==> config.mk <==
export PLATFORM = sky130hd
export DESIGN_NAME = pc_sequencer_flat
export DESIGN_NICKNAME = d
export VERILOG_FILES = /design/src/rtl/pc_sequencer_if.sv /design/src/rtl/pc_sequencer.sv /design/src/flat_wrapper.sv
export SDC_FILE = /design/constraint.sdc
export NUM_CORES = 1
export LEC_CHECK = 0
export ABC_AREA = 1
export CAP_MARGIN = 20
export CORE_AREA = 2 2 39 41
export DETAILED_ROUTE_END_ITERATION = 12
export DIE_AREA = 0 0 41 43
export HOLD_SLACK_MARGIN = 0.03
export PLACE_DENSITY = 0.51
export SLEW_MARGIN = 20
export SYNTH_ARGS = -nofsm -noshare
export SYNTH_HDL_FRONTEND = slang
export SYNTH_SLANG_ARGS = --single-unit
export TNS_END_PERCENT = 1
==> constraint.sdc <==
create_clock -name clk -period 1.55 [get_ports clk]
set_clock_uncertainty 0.2 [all_clocks]
set_input_delay 0.31 -clock clk [delete_from_list [all_inputs] [get_ports clk]]
set_output_delay 0.31 -clock clk [all_outputs]
set_load 0.005 [all_outputs]
==> src/rtl/pc_sequencer_if.sv <==
`default_nettype none
// ============================================================================
// Module      : pc_sequencer_if
// Description : Control-unit / memory / PC-register signal bundle for the
//               program-counter sequencer. The master side is the
//               environment: control unit requests and memory ready.
//               The slave side is the sequencer: strobes and status.
// Revision    : 1.0  initial release
// ============================================================================
interface pc_sequencer_if;

  // Requests from the control unit and ready from memory
  logic fetch_req;
  logic jump_req;
  logic save_req;
  logic mem_rdy;

  // Status back to the control unit
  logic busy;
  logic done;
  logic err;

  // Memory read enable
  logic mem_oe;

  // PC register strobes
  logic pc_cs;
  logic pc_oe_a;
  logic pc_cnt_en;
  logic pc_we_l;
  logic pc_oe_l;
  logic pc_we_h;
  logic pc_oe_h;

  modport master (
    output fetch_req, jump_req, save_req, mem_rdy,
    input  busy, done, err, mem_oe,
    input  pc_cs, pc_oe_a, pc_cnt_en, pc_we_l, pc_oe_l, pc_we_h, pc_oe_h
  );

  modport slave (
    input  fetch_req, jump_req, save_req, mem_rdy,
    output busy, done, err, mem_oe,
    output pc_cs, pc_oe_a, pc_cnt_en, pc_we_l, pc_oe_l, pc_we_h, pc_oe_h
  );

endinterface
`default_nettype wire

==> src/rtl/pc_sequencer.sv <==
`default_nettype none
// ============================================================================
// Module      : pc_sequencer
// Description : Moore control FSM sequencing the program-counter register:
//               instruction fetch (address out, wait for memory, increment),
//               two-byte jump load and two-byte PC save. Requests are levels
//               sampled only in IDLE; every strobe decodes from registered
//               state so there is no input-to-output combinational path.
// Options     : PC_SEQ_TIMEOUT_EN - abort a fetch with an err pulse after
//               TIMEOUT consecutive F_WAIT cycles without mem_rdy.
// Revision    : 1.0  initial release
// ============================================================================
`ifndef DATA_WIDTH
`define DATA_WIDTH 8
`endif

module pc_sequencer #(
  parameter int DATA_WIDTH = `DATA_WIDTH,
  parameter int TIMEOUT    = 15
) (
  input wire            clk,
  input wire            reset,
  pc_sequencer_if.slave bus_if
);

  // --------------------------------------------------------------------------
  // Elaboration-time parameter checks
  // --------------------------------------------------------------------------
  generate
    if ((TIMEOUT < 1) || (TIMEOUT > 255)) begin : g_bad_timeout
      $error("pc_sequencer: TIMEOUT must be in 1..255");
    end
    if (DATA_WIDTH < 1) begin : g_bad_width
      $error("pc_sequencer: DATA_WIDTH must be at least 1");
    end
  endgenerate

  // --------------------------------------------------------------------------
  // State encoding
  // --------------------------------------------------------------------------
  typedef enum logic [2:0] {
    IDLE   = 3'd0,
    F_WAIT = 3'd1,
    F_INC  = 3'd2,
    J_L    = 3'd3,
    J_H    = 3'd4,
    S_L    = 3'd5,
    S_H    = 3'd6
  } state_t;

  state_t state_q;
  state_t state_d;

  // Fetch abort request; only ever high in F_WAIT
  logic   timeout_w;
  // Registered abort flag, becomes the one-cycle err pulse in IDLE
  logic   err_w;

  // Decoded outputs
  logic   busy_w;
  logic   done_w;
  logic   mem_oe_w;
  logic   pc_cs_w;
  logic   pc_oe_a_w;
  logic   pc_cnt_en_w;
  logic   pc_we_l_w;
  logic   pc_oe_l_w;
  logic   pc_we_h_w;
  logic   pc_oe_h_w;

  // --------------------------------------------------------------------------
  // Optional fetch timeout
  // --------------------------------------------------------------------------
`ifdef PC_SEQ_TIMEOUT_EN
  // Never narrower than 8 bits so the full 1..255 TIMEOUT range fits
  localparam int CNT_W = (DATA_WIDTH > 8) ? DATA_WIDTH : 8;
  localparam logic [CNT_W-1:0] TIMEOUT_CNT = CNT_W'(TIMEOUT);

  logic [CNT_W-1:0] wait_cnt_q;
  logic [CNT_W-1:0] wait_cnt_d;
  logic             err_q;
  logic             err_d;

  // The cycle that would bring the count up to TIMEOUT aborts, unless
  // mem_rdy arrives in that same cycle (memory wins the race).
  assign timeout_w = (state_q == F_WAIT) && !bus_if.mem_rdy &&
                     ((wait_cnt_q + CNT_W'(1)) >= TIMEOUT_CNT);

  // Wait-counter next state: cleared while idle, counts stalled fetch cycles
  always_comb begin
    wait_cnt_d = wait_cnt_q;
    err_d      = timeout_w;
    if (state_q == IDLE) begin
      wait_cnt_d = '0;
    end else if ((state_q == F_WAIT) && !bus_if.mem_rdy) begin
      wait_cnt_d = wait_cnt_q + CNT_W'(1);
    end
  end

  // Wait counter and err flag registers
  always_ff @(posedge clk or negedge reset) begin
    if (!reset) begin
      wait_cnt_q <= '0;
      err_q      <= 1'b0;
    end else begin
      wait_cnt_q <= wait_cnt_d;
      err_q      <= err_d;
    end
  end

  assign err_w = err_q;
`else
  // Without the timeout a fetch waits on memory indefinitely
  assign timeout_w = 1'b0;
  assign err_w     = 1'b0;
`endif

  // --------------------------------------------------------------------------
  // State register
  // --------------------------------------------------------------------------
  // Asynchronous reset returns to IDLE at once, clearing every strobe
  always_ff @(posedge clk or negedge reset) begin
    if (!reset) begin
      state_q <= IDLE;
    end else begin
      state_q <= state_d;
    end
  end

  // --------------------------------------------------------------------------
  // Next-state logic
  // --------------------------------------------------------------------------
  // Requests are only looked at in IDLE; jump beats save beats fetch
  always_comb begin
    state_d = state_q;
    unique case (state_q)
      IDLE: begin
        if (bus_if.jump_req) begin
          state_d = J_L;
        end else if (bus_if.save_req) begin
          state_d = S_L;
        end else if (bus_if.fetch_req) begin
          state_d = F_WAIT;
        end
      end
      F_WAIT: begin
        if (bus_if.mem_rdy) begin
          state_d = F_INC;
        end else if (timeout_w) begin
          state_d = IDLE;
        end
      end
      F_INC:   state_d = IDLE;
      J_L:     state_d = J_H;
      J_H:     state_d = IDLE;
      S_L:     state_d = S_H;
      S_H:     state_d = IDLE;
      default: state_d = IDLE;
    endcase
  end

  // --------------------------------------------------------------------------
  // Output decode
  // --------------------------------------------------------------------------
  // Strobes depend on state_q only; at most one PC data strobe per state
  always_comb begin
    busy_w      = 1'b0;
    done_w      = 1'b0;
    mem_oe_w    = 1'b0;
    pc_cs_w     = 1'b0;
    pc_oe_a_w   = 1'b0;
    pc_cnt_en_w = 1'b0;
    pc_we_l_w   = 1'b0;
    pc_oe_l_w   = 1'b0;
    pc_we_h_w   = 1'b0;
    pc_oe_h_w   = 1'b0;
    unique case (state_q)
      IDLE: begin
      end
      F_WAIT: begin
        busy_w    = 1'b1;
        pc_cs_w   = 1'b1;
        pc_oe_a_w = 1'b1;
        mem_oe_w  = 1'b1;
      end
      F_INC: begin
        busy_w      = 1'b1;
        pc_cs_w     = 1'b1;
        pc_cnt_en_w = 1'b1;
        done_w      = 1'b1;
      end
      J_L: begin
        busy_w    = 1'b1;
        pc_cs_w   = 1'b1;
        pc_we_l_w = 1'b1;
      end
      J_H: begin
        busy_w    = 1'b1;
        pc_cs_w   = 1'b1;
        pc_we_h_w = 1'b1;
        done_w    = 1'b1;
      end
      S_L: begin
        busy_w    = 1'b1;
        pc_cs_w   = 1'b1;
        pc_oe_l_w = 1'b1;
      end
      S_H: begin
        busy_w    = 1'b1;
        pc_cs_w   = 1'b1;
        pc_oe_h_w = 1'b1;
        done_w    = 1'b1;
      end
      default: begin
      end
    endcase
  end

  assign bus_if.busy      = busy_w;
  assign bus_if.done      = done_w;
  assign bus_if.err       = err_w;
  assign bus_if.mem_oe    = mem_oe_w;
  assign bus_if.pc_cs     = pc_cs_w;
  assign bus_if.pc_oe_a   = pc_oe_a_w;
  assign bus_if.pc_cnt_en = pc_cnt_en_w;
  assign bus_if.pc_we_l   = pc_we_l_w;
  assign bus_if.pc_oe_l   = pc_oe_l_w;
  assign bus_if.pc_we_h   = pc_we_h_w;
  assign bus_if.pc_oe_h   = pc_oe_h_w;

endmodule
`default_nettype wire

==> src/flat_wrapper.sv <==
// flat-port wrapper written by rule: the top's interface ports become plain ports
module pc_sequencer_flat 
#(
  parameter int DATA_WIDTH = `DATA_WIDTH,
  parameter int TIMEOUT    = 15
)
  (clk, reset, bus_if_fetch_req, bus_if_jump_req, bus_if_save_req, bus_if_mem_rdy, bus_if_busy, bus_if_done, bus_if_err, bus_if_mem_oe, bus_if_pc_cs, bus_if_pc_oe_a, bus_if_pc_cnt_en, bus_if_pc_we_l, bus_if_pc_oe_l, bus_if_pc_we_h, bus_if_pc_oe_h);
  pc_sequencer_if bus_if_i ();
  input wire clk;
  input wire reset;
  input wire logic [$bits(bus_if_i.fetch_req)-1:0] bus_if_fetch_req;
  input wire logic [$bits(bus_if_i.jump_req)-1:0] bus_if_jump_req;
  input wire logic [$bits(bus_if_i.save_req)-1:0] bus_if_save_req;
  input wire logic [$bits(bus_if_i.mem_rdy)-1:0] bus_if_mem_rdy;
  output wire logic [$bits(bus_if_i.busy)-1:0] bus_if_busy;
  output wire logic [$bits(bus_if_i.done)-1:0] bus_if_done;
  output wire logic [$bits(bus_if_i.err)-1:0] bus_if_err;
  output wire logic [$bits(bus_if_i.mem_oe)-1:0] bus_if_mem_oe;
  output wire logic [$bits(bus_if_i.pc_cs)-1:0] bus_if_pc_cs;
  output wire logic [$bits(bus_if_i.pc_oe_a)-1:0] bus_if_pc_oe_a;
  output wire logic [$bits(bus_if_i.pc_cnt_en)-1:0] bus_if_pc_cnt_en;
  output wire logic [$bits(bus_if_i.pc_we_l)-1:0] bus_if_pc_we_l;
  output wire logic [$bits(bus_if_i.pc_oe_l)-1:0] bus_if_pc_oe_l;
  output wire logic [$bits(bus_if_i.pc_we_h)-1:0] bus_if_pc_we_h;
  output wire logic [$bits(bus_if_i.pc_oe_h)-1:0] bus_if_pc_oe_h;
  assign bus_if_i.fetch_req = bus_if_fetch_req;
  assign bus_if_i.jump_req = bus_if_jump_req;
  assign bus_if_i.save_req = bus_if_save_req;
  assign bus_if_i.mem_rdy = bus_if_mem_rdy;
  assign bus_if_busy = bus_if_i.busy;
  assign bus_if_done = bus_if_i.done;
  assign bus_if_err = bus_if_i.err;
  assign bus_if_mem_oe = bus_if_i.mem_oe;
  assign bus_if_pc_cs = bus_if_i.pc_cs;
  assign bus_if_pc_oe_a = bus_if_i.pc_oe_a;
  assign bus_if_pc_cnt_en = bus_if_i.pc_cnt_en;
  assign bus_if_pc_we_l = bus_if_i.pc_we_l;
  assign bus_if_pc_oe_l = bus_if_i.pc_oe_l;
  assign bus_if_pc_we_h = bus_if_i.pc_we_h;
  assign bus_if_pc_oe_h = bus_if_i.pc_oe_h;
  pc_sequencer #(.DATA_WIDTH(DATA_WIDTH), .TIMEOUT(TIMEOUT)) u_core (.clk(clk), .reset(reset), .bus_if(bus_if_i));
endmodule
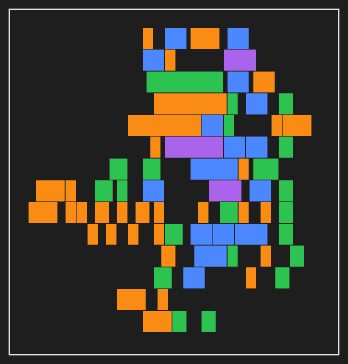
Figure 1: cell sizes after repair.
(8 px per µm)
orange -> drive 1 or less  # cells 32, share 44%
green -> drive 2  # cells 21, share 29%
purple -> drive 6 and up  # cells 3, share 4.2%
blue -> drive 3 to 4  # cells 16, share 22%

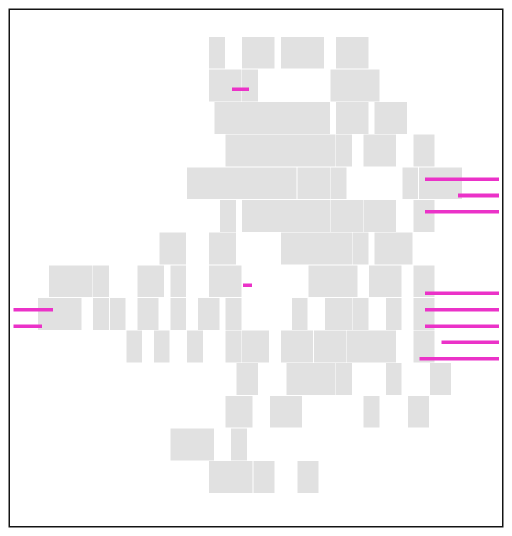
Figure 2: metal 3.
(12 px per µm)
main direction = horizontal
nets with wire on the layer = 11
wire length on this layer = 49.7 µm
share of all routed wire = 6.8%

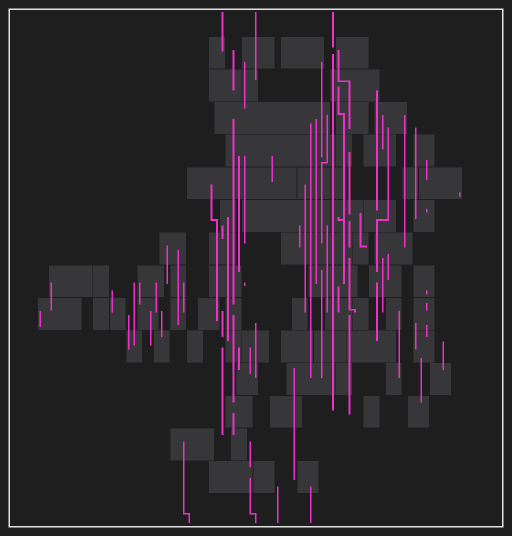
Figure 3: met2 routing.
(12 px per µm)
nets with wire on the layer = 65
main direction = vertical
longest straight run = 29.6 µm
wire length on this layer = 396 µm

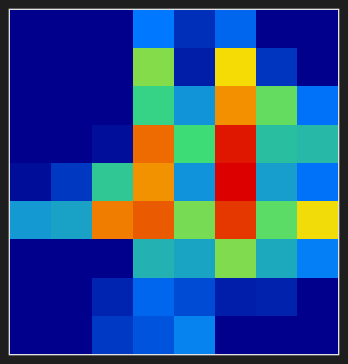
Figure 4: wire density map.
(8 px per µm) 8 x 9 tiles, from dark blue (low) to red (high), scaled to the fullest tile. Values are wire area over tile area, all layers added.
mean over tiles = 0.068
fullest tile = 0.25
tiles over half the peak = 22%

## power by group
group | internal (mW) | switching, mW
sequential | 0.116 | 0.0363
combinational | 0.409 | 0.376
clock | 0.0966 | 0.0418
## worst register-to-register path, cell delays in order (launching register included)
cell,delay [ps]
dfrtp_1,400
buf_4,150
buf_6,110
nor2_1,140
nand3_1,90
nand2_1,80
clkinv_1,70
nor2_2,100
## path summary, 6_finish.rpt
path	slack, ps	cells past startpoint	from	end
min reg2reg	520	4	u_core.state_q[2]	u_core.state_q[2]
max in group asynchronous	940	1	reset	u_core.state_q[2]
min in group clk	520	3	bus_if_save_req	u_core.state_q[2]
max reg2reg	150	7	u_core.state_q[1]	u_core.state_q[1]
min	50	1	reset	u_core.state_q[1]
max	-100	5	u_core.state_q[1]	bus_if_pc_cs
## stage by stage
step           TNS (ps)  util (%)  hold WS [ps]
5_1_grt           -1230      39.0          61.1
6_report           -638      39.0          54.4
2_1_floorplan         0         -          -186
3_3_place_gp      -1520      33.3           302
4_1_cts            -611      39.0          57.3
3_5_place_dp      -1580      33.3           302
## cell type report
type / count / share of cell area (%)
multi-input cells: 29 / 33.4
repair buffers: 27 / 37.6
well taps: 16 / 3.71
inverters: 9 / 6.26
clock buffers: 4 / 4.87
flip-flops and latches: 3 / 14.2
## cell usage in the layout, fill, tap and decap left out, types with 2 or more instances in the layout
master / n
nor2_4: 2
buf_2: 9
clkbuf_4: 3
buf_6: 2
inv_2: 4
buf_4: 10
clkdlybuf4s50_1: 5
inv_1: 4
nand2_2: 5
nor2_1: 8
nand2_1: 5
dfrtp_1: 2
nand3_1: 2
## cells by family after synthesis
group           share of synthesized area [%]
flops                                    27.3
compound gates                           6.36
simple gates                             44.5
other cells                              1.36
buf+inv                                  20.5
==> impl_metrics.tcl <==
# collected from the flow reports
set metrics [dict create \
    clock-sinks 3 \
    cts_htree_levels 1 \
    drt_wl_total_um 727 \
    top_layer "met4" \
    root_buffer "clkbuf_4" \
    cts_made_buffers 3 \
    antenna_found_initial 0 \
    grt_pass1_wl_mm 1.23 \
    dr_wl_met2_um 396 \
    power.density_nw_per_um2 1990 \
    clk_path_buf_depth 2 \
    fill_cells 164 \
    stdcell_area_um2 539 \
    ant_nets 0 \
    insertion_delay_ps 230 \
    cts_hold_buf 0 \
    period_minus_slack_ps 1650 \
    worst_slack_ps -101 \
    cap_viol_max_count 0 \
    firstDrtPassIters 4 \
    regMostFlops "u_core.state_q" \
    synth.avg_cell_area_um2 6.26 \
    ios 17 \
    met1_usage_pct 11.7 \
    grt_overflow_total 0 \
    wl_met1_um 265 \
    hold_viol_final 0 \
    power_mw 1.08 \
    core_util_floorplan_pct 19.9 \
    postCtsResizedCells 50 \
    largest_reg_flops 3 \
    core_area_um2 1380 \
    setup_violations 10 \
    diodes 0 \
    placed_cell_area_um2 460 \
    synth_area_um2 275 \
    dr_wl_met3_um 49 \
    ir_drop_v 0.000455 \
    logic_area_um2 180 \
    drive_gt1_share_pct 55.6 \
    critPathLaunchType "flop" \
    reg_top3 "u_core.state_q: 3 flops" \
    path_class "reg -> out" \
    status "complete, but fails checks" \
    grt_busiest_layer "met2" \
    path_max_fanout 4 \
    die_h_um 43 \
    syn_to_final_growth_pct 95.9 \
    use_met2_pct 17.8 \
    fin_cells 88 \
    yosys.area.top_type_share_pct 27.3 \
    syn_inst 44 \
    fin_nets 79 \
    port_buffers 15 \
    floorplan.nets 50 \
    slowest_delay_ps 400 \
    violations "setup timing" \
]
Power figures rest on the tool's default switching activity, not on a simulated workload.
